### config.mk
export PLATFORM = sky130hd
export DESIGN_NAME = wb_monitor
export DESIGN_NICKNAME = d
export VERILOG_FILES = /design/src/rtl/wb_monitor.sv
export SDC_FILE = /design/constraint.sdc
export NUM_CORES = 1
export LEC_CHECK = 0
export CAP_MARGIN = 20
export CORE_ASPECT_RATIO = 1.4
export CORE_UTILIZATION = 30
export DETAILED_ROUTE_END_ITERATION = 7
export GPL_TIMING_DRIVEN = 0
export PLACE_DENSITY = 0.5
export SLEW_MARGIN = 0
export SYNTH_ARGS = -nofsm -noshare
export SYNTH_HDL_FRONTEND = slang
export SYNTH_SLANG_ARGS = --single-unit
### constraint.sdc
create_clock -name CLK -period 4.9 [get_ports CLK]
set_input_delay 0.98 -clock CLK [delete_from_list [all_inputs] [get_ports CLK]]
set_output_delay 0.98 -clock CLK [all_outputs]
set_load 0.005 [all_outputs]
### src/rtl/wb_monitor.sv
// Passive Wishbone classic-cycle monitor: transfer counters, last-transfer capture, sticky error flags.
// Define WB_MON_XCHECK_EN to enable the simulation-only X/Z check (err_x) and warning assertions.
module wb_monitor #(
   parameter int AW      = 8,
   parameter int DW      = 8,
   parameter int TIMEOUT = 16,
   parameter int CNT_W   = 16
) (
   input  logic             CLK,
   input  logic             RST,
   input  logic [AW-1:0]    ADR,
   input  logic [DW-1:0]    DATA_O,
   input  logic [DW-1:0]    DATA_I,
   input  logic             WE,
   input  logic             STB,
   input  logic             CYC,
   input  logic             ACK,
   input  logic             CLR,
   output logic             busy,
   output logic [CNT_W-1:0] wr_cnt,
   output logic [CNT_W-1:0] rd_cnt,
   output logic [AW-1:0]    last_adr,
   output logic [DW-1:0]    last_data,
   output logic             err_timeout,
   output logic             err_spur_ack,
   output logic             err_abort,
   output logic             err_chg,
   output logic             err_x,
   output logic             err_any
);

   localparam int WCW = $clog2(TIMEOUT + 1);

   typedef enum logic [1:0] {IDLE, WAIT, HUNG} state_t;

   state_t           state, state_n;
   logic [WCW-1:0]   wait_cnt, wait_cnt_n, wait_inc;
   logic [AW-1:0]    lat_adr;
   logic             lat_we;
   logic [DW-1:0]    lat_dat;

   logic             req;
   logic             done, latch;
   logic             to_set, spur_set, abort_set, chg_set, x_set;
   logic [4:0]       err_q, err_n;
   logic [CNT_W-1:0] wr_base, rd_base, wr_n, rd_n;

   assign req      = STB & CYC;
   assign wait_inc = wait_cnt + WCW'(1);

   always_comb begin
      state_n    = state;
      wait_cnt_n = wait_cnt;
      done       = 1'b0;
      latch      = 1'b0;
      to_set     = 1'b0;
      spur_set   = 1'b0;
      abort_set  = 1'b0;
      chg_set    = 1'b0;
      unique case (state)
         IDLE: begin
            if (req && ACK) begin
               done = 1'b1;
            end else if (req) begin
               state_n    = WAIT;
               wait_cnt_n = WCW'(1);
               latch      = 1'b1;
            end else if (ACK) begin
               spur_set = 1'b1;
            end
         end
         WAIT: begin
            if (req && (ADR != lat_adr || WE != lat_we ||
                        (lat_we && DATA_O != lat_dat)))
               chg_set = 1'b1;
            if (req && ACK) begin
               done       = 1'b1;
               state_n    = IDLE;
               wait_cnt_n = '0;
            end else if (req) begin
               wait_cnt_n = wait_inc;
               if (wait_inc == WCW'(TIMEOUT)) begin
                  to_set  = 1'b1;
                  state_n = HUNG;
               end
            end else begin
               abort_set  = 1'b1;
               state_n    = IDLE;
               wait_cnt_n = '0;
            end
         end
         HUNG: begin
            // A late ACK or a dropped request ends the hang silently
            if (!req || ACK) begin
               state_n    = IDLE;
               wait_cnt_n = '0;
            end
         end
         default: begin
            state_n    = IDLE;
            wait_cnt_n = '0;
         end
      endcase
   end

`ifdef WB_MON_XCHECK_EN
   assign x_set = (req && WE && ($isunknown(ADR) || $isunknown(DATA_O))) ||
                  (req && !WE && ACK && ($isunknown(DATA_I) || $isunknown(ADR)));

   a_timeout: assert property (@(posedge CLK) disable iff (RST) !to_set)
      else $warning("wb_monitor: ACK timeout");
   a_spur: assert property (@(posedge CLK) disable iff (RST) !spur_set)
      else $warning("wb_monitor: spurious ACK");
   a_abort: assert property (@(posedge CLK) disable iff (RST) !abort_set)
      else $warning("wb_monitor: master abort");
   a_chg: assert property (@(posedge CLK) disable iff (RST) !chg_set)
      else $warning("wb_monitor: request changed mid-cycle");
   a_x: assert property (@(posedge CLK) disable iff (RST) !x_set)
      else $warning("wb_monitor: X/Z on bus");
`else
   assign x_set = 1'b0;
`endif

   // Clear first, then this cycle's events, so a same-cycle event survives CLR
   assign err_q   = {err_x, err_chg, err_abort, err_spur_ack, err_timeout};
   assign err_n   = (CLR ? 5'b0 : err_q) |
                    {x_set, chg_set, abort_set, spur_set, to_set};
   assign wr_base = CLR ? '0 : wr_cnt;
   assign rd_base = CLR ? '0 : rd_cnt;
   assign wr_n    = (done && WE) ?
                    wr_base + {{(CNT_W-1){1'b0}}, ~&wr_base} : wr_base;
   assign rd_n    = (done && !WE) ?
                    rd_base + {{(CNT_W-1){1'b0}}, ~&rd_base} : rd_base;

   always_ff @(posedge CLK or posedge RST) begin
      if (RST) begin
         state        <= IDLE;
         wait_cnt     <= '0;
         lat_adr      <= '0;
         lat_we       <= 1'b0;
         lat_dat      <= '0;
         busy         <= 1'b0;
         wr_cnt       <= '0;
         rd_cnt       <= '0;
         last_adr     <= '0;
         last_data    <= '0;
         err_timeout  <= 1'b0;
         err_spur_ack <= 1'b0;
         err_abort    <= 1'b0;
         err_chg      <= 1'b0;
         err_x        <= 1'b0;
         err_any      <= 1'b0;
      end else begin
         state    <= state_n;
         wait_cnt <= wait_cnt_n;
         busy     <= (state_n != IDLE);
         if (latch) begin
            lat_adr <= ADR;
            lat_we  <= WE;
            lat_dat <= DATA_O;
         end
         if (done) begin
            last_adr  <= ADR;
            last_data <= WE ? DATA_O : DATA_I;
         end
         wr_cnt       <= wr_n;
         rd_cnt       <= rd_n;
         err_timeout  <= err_n[0];
         err_spur_ack <= err_n[1];
         err_abort    <= err_n[2];
         err_chg      <= err_n[3];
         err_x        <= err_n[4];
         err_any      <= |err_n;
      end
   end

endmodule

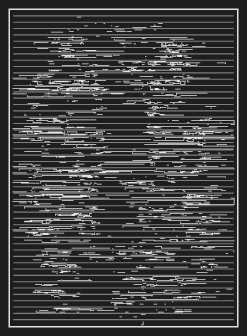
(met1 routing)
Supply wires on this layer in grey.
share of all routed wire	45%
wire length on this layer	4,420 um
nets with wire on the layer	457

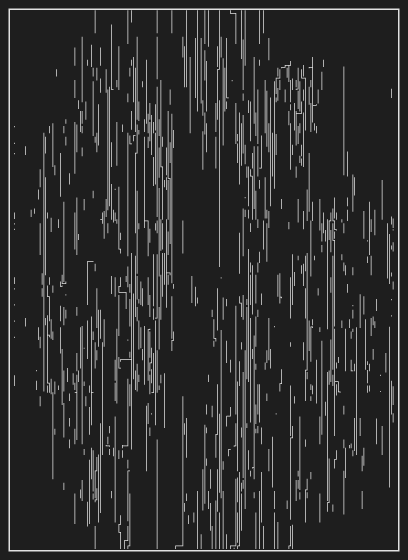
(signal wires on met2)
main direction	vertical
longest straight run	64.9 um
nets with wire on the layer	437
wire length on this layer	4,860 um
share of all routed wire	50%

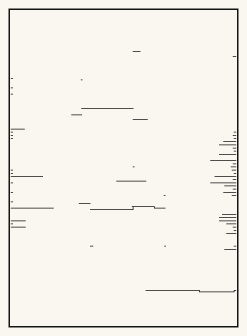
(the metal 3 layer)
longest straight run	23.0 um
share of all routed wire	3.1%
wire length on this layer	298 um

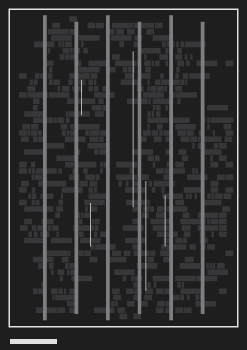
(met4 routing)
Bar = 20 um. Supply wires on this layer in grey. Cells faint in the background.
main direction	vertical
nets with wire on the layer	2

==> ci_impl_report.md <==
### Metrics collected by this job

| Metric | Value |
|---|---|
| Outcome | `finished clean` |
| Cell Type Count | `42` |
| Measured slew at the worst slew-check pin | `0.592 ns` |
| Seq/Total Area, Yosys | `51.5%` |
| Flop count | `79` |
| Die width | `97.6 um` |
| Sequential cell area | `1980 sq um` |
| Pleak | `2.18 nW` |
| Via count | `3,029` |
| WL per Instance | `15.6 um` |
| Sink Count | `79` |
| Highest metal used | `met4` |
| Post-Synth Simple-Gate Area | `21.4%` |
| Cts-stage hold buffer count | `0` |
| First-pass GRT wire length | `16.4 mm` |
| Routability Congestion | `0.739` |
| # diodes | `0` |
| Number of tapcells | `150` |
| Initial antenna violation count | `0` |
| PostCTS Resize Cnt | `0` |
| Clk buf depth | `2` |
| # Max-Cap Violations | `0` |
| Clk pwr | `0.000682 W` |
| Yosys xor share | `9.59%` |
| P_sw | `0.000402 W` |
| Post-DP Area | `4910 sq um` |
| Grt met1 use | `19.8%` |
| Reg-to-Reg End | `wr_cnt[15]$_DFF_PP0_` |
| Critical hold path startpoint | `last_adr[2]$_DFFE_PP0P_` |
| Final setup vio count | `0` |
| Critical Path Max Stage Delay | `0.62 ns` |
| Met1 wire length | `4.42 mm` |
| Top Consumer | `registers` |
| Hold endpoint | `last_adr[2]$_DFFE_PP0P_` |
| Asr flop ratio synth | `100%` |
| Slowest cell on the critical path | `clkdlybuf4s50_1` |
| Yosys Instances | `373` |
| Layout cells sized above 1 | `10.5%` |
| Syn nets | `409` |
| Met2 wire len | `4.86 mm` |
| Critical path endpoint category | `flop` |
| Sequential cell fraction of total power | `45.1%` |
| Largest net degree at the start of global routing | `47` |
| Fa+ha+maj area frac | `1.63%` |
| Commonest cells in the netlist | `dfrtp_1, nand2_1, nor2_1` |
| Pwr Total | `0.00165 W` |
| Ao+oa area frac | `5.18%` |
| Synth area leader | `dfrtp_1` |
| Grt total ovfl | `0` |
| Sequential cell power | `0.000745 W` |
| Type of origin of the critical path | `input pin` |
| Cells after Synth | `373` |
| CP Class | `in -> reg` |
| Clk pwr share | `41.3%` |
| Bufs and invs on worst path | `2` |
| Clock Tree Root | `clkbuf_16` |
| First-pass iteration count of the detailed router | `4` |
| Chip area line of the yosys report | `3840 sq um` |
| Top cell category | `flip-flops and latches` |
| Minimum clock period | `3.28 ns` |
| Crit-path cells | `clkdlybuf4s50_1, buf_2, nor2b_1, nand3_1, nor2_1, nand4_1, ha_1, ha_1, nand3_1, nor4_1, xnor2_1, nor2_1` |
| Area leader share | `51.5%` |
| Htree depth | `3` |
| FMAX | `305 MHz` |
| Clock Network Area Fraction | `5.75%` |
| TNS Setup | `0 ns` |
| Postcts setup bufs | `0` |
| Clkbuf count | `10` |
Power figures rest on the tool's default switching activity, not on a simulated workload.
